==> config.mk <==
export PLATFORM = sky130hd
export DESIGN_NAME = lda_ovo_seq_flat
export DESIGN_NICKNAME = d
export VERILOG_FILES = /design/src/rtl/lda_ovo_seq_if.sv /design/src/rtl/lda_ovo_seq.sv /design/src/flat_wrapper.sv
export SDC_FILE = /design/constraint.sdc
export NUM_CORES = 1
export LEC_CHECK = 0
export ABC_AREA = 1
export CORE_MARGIN = 1.5
export CORE_UTILIZATION = 55
export CTS_CLUSTER_SIZE = 30
export DETAILED_ROUTE_END_ITERATION = 10
export PLACE_DENSITY = 0.86
export SYNTH_ARGS = -nofsm -noshare
export SYNTH_HDL_FRONTEND = slang
export SYNTH_SLANG_ARGS = --single-unit
==> constraint.sdc <==
create_clock -name clk_i -period 9.4 [get_ports clk_i]
set_input_delay 1.88 -clock clk_i [delete_from_list [all_inputs] [get_ports clk_i]]
set_output_delay 1.88 -clock clk_i [all_outputs]
set_load 0.005 [all_outputs]
### Placement by cell class, run 1

(3 px per µm) Fill, decap, tap and diode cells in grey.
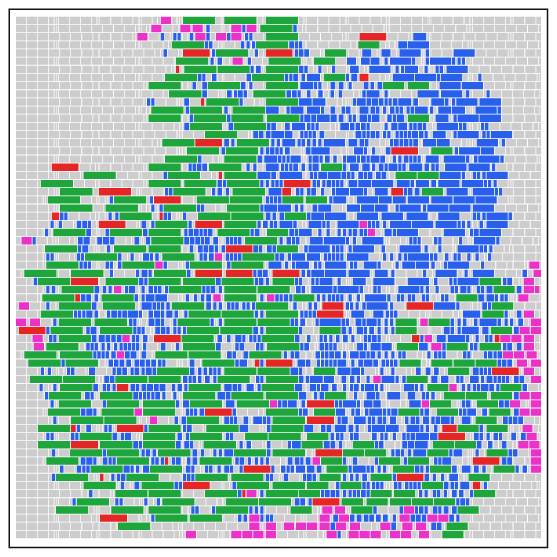
clock drivers and dummy loads: shown in red, cells 55, share of their area 5.5%. remaining buffers and delay cells: shown in magenta, cells 103, share of their area 5.2%. sequential cells: shown in green, cells 292, share of their area 42%. combinational and other logic: shown in blue, cells 1528, share of their area 47%.
sequential share of cell area: 41.1%
Rows: 64

### Routing congestion, run 1

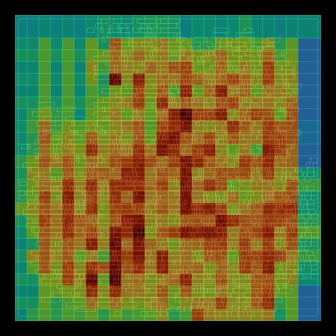
Top Usage Layer GRT: met2
met3 Use GR: 3.41%
met1 GRT Util: 33.4%
GR Util met2: 45.2%

### Clock network drawn from the DEF, run 1

(3 px per µm)
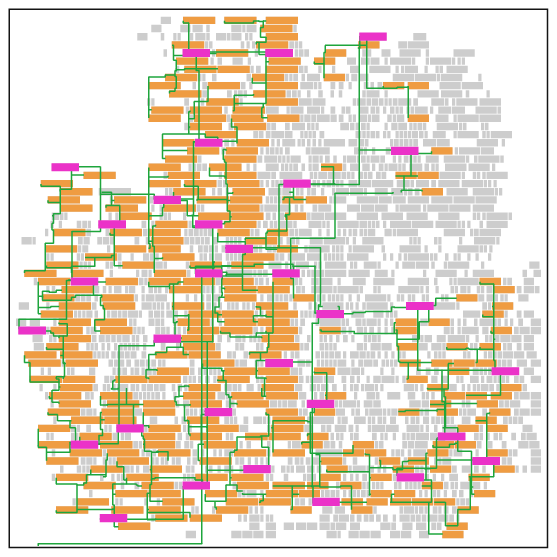
clock wires: shown in green, length 3430 µm. clock drivers: shown in magenta, count 31. flip-flops: shown in orange, count 292.
There are 32 routed clock nets.
clk_skew: 0.00927 ns

==> out/qor.yml, run 1 <==
yosys:
  fp_nets: 2136
  top_logic_kind: "simple AND/OR/NAND/NOR gates"
  yosys-stat-area_mm2: 0.0170
  synthArstFlopShare_pct: 0
  topCellsByArea: "edfxtp_1 (35%), dfxtp_1 (11%), fa_1 (9.9%)"
  synth.distinct_cells: 51
  ys_sh_adder_pct: 15.5
  netlist_instances: 1899
  edf_count: 201
  ys_cells: 1899
  ys_ff: 292
  syn_avg_cell_area_um2: 8.96
  xor_share_pct: 0.978
critical_path:
  cpPeakStageDelay_ns: 0.64
  crit_path_frequent_cell: "nand2_1"
  crit_fanout: 49
detailed_routing:
  route.met2.wl_um: 20100
  viasPerCell: 5.68
  ant_nets: 0
status:
  outcome: "finished clean"
place:
  place_congestion: 0.934
cells_and_area:
  drive_gt1_share_pct: 6.12
  logic_area_mm2: 0.00796
  flop_area_mm2: 0.00786
  area_growth_pct: 12.5
  nMultiInputCombCells: 1307
run:
  maxCapViolCount: 0
  warnings: 36
clock_tree:
  root_buffer: "clkbuf_16"
  numCtsBuffers: 31
  cts_setup_buffers: 0
final_timing:
  rsz0062_at_grt: "no"
  final.setup.tns_ns: 0
  finalHoldViolCount: 0
floorplanning:
  die-area_mm2: 0.0320
hold_path:
  hold_path_class: "reg2reg"
global_routing:
  first_global_vias: 13400
  antenna_found_initial: 0
## run 1: critical path, delay by kind of cell, from the launching register on
family | cells | cell delay [ns]
adder cells (fa/ha/maj) | 7 | 3.16
AND/OR/NAND/NOR | 21 | 2.41
AND-OR/OR-AND | 6 | 1.26
buffers and inverters | 6 | 0.92
flip-flops | 1 | 0.53
## run 1: cells in the mapped netlist, types with 10 or more instances
cell type	count
a21oi_1	62
buf_2	26
clkbuf_1	40
dfxtp_1	91
edfxtp_1	201
fa_1	84
ha_1	76
inv_1	205
nand2_1	291
nand3_1	79
nand4_1	13
nor2_1	396
o211ai_1	10
o21ai_0	170
o22ai_1	17
xnor2_1	10
### Register map, names as in the netlist, run 1

(3 px per µm) Other sequential cells in the stronger grey, the rest of the logic in the fainter grey.
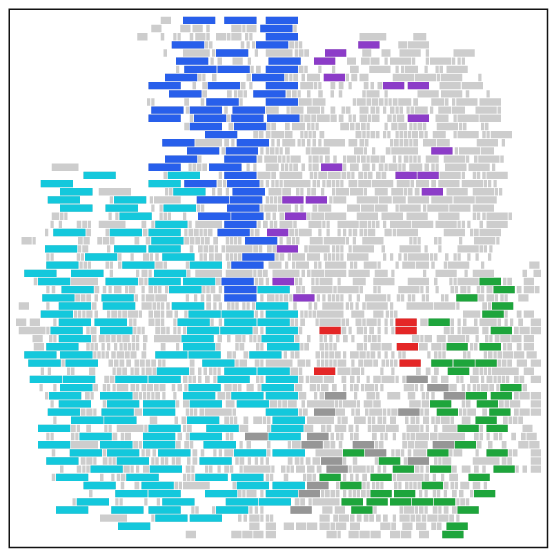

--- run 2 (diff from run 1) ---
--- a/config.mk
+++ b/config.mk
@@ -10,7 +10,7 @@
 export CORE_UTILIZATION = 55
 export CTS_CLUSTER_SIZE = 30
 export DETAILED_ROUTE_END_ITERATION = 10
-export PLACE_DENSITY = 0.86
+export PLACE_DENSITY = 0.74
 export SYNTH_ARGS = -nofsm -noshare
 export SYNTH_HDL_FRONTEND = slang
 export SYNTH_SLANG_ARGS = --single-unit
### Register map, names as in the netlist, run 2

(3 px per µm) Other sequential cells in the stronger grey, the rest of the logic in the fainter grey.
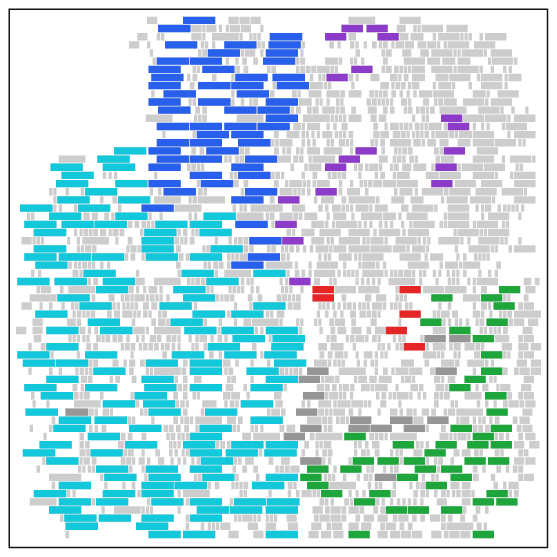
`u_core.w_q`: shown in cyan, flops 144. `u_core.din_q`: shown in green, flops 48, where south-east. `u_core.acc_q`: shown in purple, flops 19. `u_core.c_q`: shown in blue, flops 57, where north. `u_core.votes_q`: shown in red, flops 6, where east.
Another 18 sequential cells are not coloured.
Core Util, Final: 62.8%
sequential share of cell area: 41.0%
Reg area: 0.00786 mm²

==> out/qor.yml, run 2 <==
global_routing:
  antenna_found_initial: 1  # was 0
  gr-usage-met3_pct: 4.16  # was 3.41%
  grt_use_met2_pct: 45.4  # was 45.2%
  busiest_layer: "met2"  # unchanged
  grt_use_met1_pct: 35.2  # was 33.4%
yosys:
  netlist_instances: 1899  # unchanged
  yosys-top-cells-count: "nor2_1 (396), nand2_1 (291), inv_1 (205)"  # unchanged
  topCellsByArea: "edfxtp_1 (35%), dfxtp_1 (11%), fa_1 (9.9%)"  # unchanged
  edf_count: 201  # unchanged
  fp_nets: 2136  # unchanged
  ys_ff: 292  # unchanged
  ys_cells: 1899  # unchanged
  yosysMostFrequentCell: "nor2_1"  # unchanged
  yosys-stat-area_mm2: 0.0170  # unchanged
  synth.distinct_cells: 51  # unchanged
  syn_avg_cell_area_um2: 8.96  # unchanged
detailed_routing:
  route.met2.wl_um: 20200  # was 20100 µm
  wl_met1_um: 17400  # was 16500 µm
  viasPerCell: 5.60  # was 5.68
  ant_nets: 0  # unchanged
clock_tree:
  numCtsBuffers: 34  # was 31
  cts_setup_buffers: 0  # unchanged
  root_buffer: "clkbuf_16"  # unchanged
cells_and_area:
  ff_count: 292  # unchanged
  drive_gt1_share_pct: 6.02  # was 6.12%
  area_growth_pct: 12.6  # was 12.5%
  logic_area_mm2: 0.00796  # about the same
hold_path:
  hold_path_class: "reg2reg"  # unchanged
run:
  warnings: 36  # unchanged
  maxCapViolCount: 0  # unchanged
status:
  outcome: "finished clean"  # unchanged
floorplanning:
  num_rows: 64  # unchanged
  die-area_mm2: 0.0320  # unchanged
place:
  pre_cts_ws_ns: 1.02  # was 1.08 ns
  place_congestion: 0.885  # was 0.934
critical_path:
  cpPeakStageDelay_ns: 0.59  # was 0.64 ns
  crit_path_frequent_cell: "nand2_1"  # unchanged
  crit_fanout: 33  # was 49
final_timing:
  clock-skew-final_ns: 0.0184  # was 0.00927 ns
  rsz0062_at_grt: "no"  # unchanged
  final.setup.tns_ns: 0  # unchanged
  finalHoldViolCount: 0  # unchanged
### Placement by cell class, run 2

(3 px per µm) Fill, decap, tap and diode cells in grey.
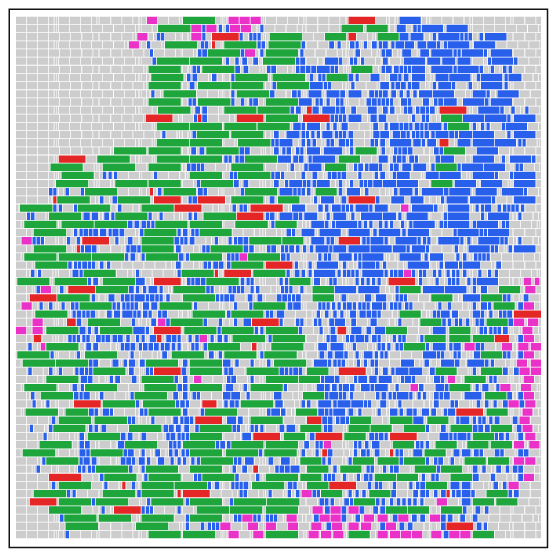
combinational and other logic: shown in blue, cells 1528, share of their area 47%. sequential cells: shown in green, cells 292, share of their area 42%. remaining buffers and delay cells: shown in magenta, cells 95, share of their area 4.9%. clock drivers and dummy loads: shown in red, cells 61, share of their area 5.9%.
core area: 0.0305 mm²
Design Area, Final: 0.0192 mm²

-- run 2: critical path: cells and delay by family (launching register included) --
family          cells  cell delay [ns]
compound gates      7             1.20
xor+xnor            1             0.24
fa+ha+maj           7             3.18
buf+inv             7             1.33
flops               1             0.59
simple gates       16             1.87
-- run 2: cells by family after synthesis --
kind of cell / count (synthesis) / synth area share (%)
adders and majority gates: 160 / 15.5
xor gates and xnor gates: 19 / 0.978
AOI/OAI and AO/OA: 311 / 10.5
and+or+nand+nor: 817 / 19.8
buffers and inverters: 300 / 7.08
DFF: 292 / 46.2
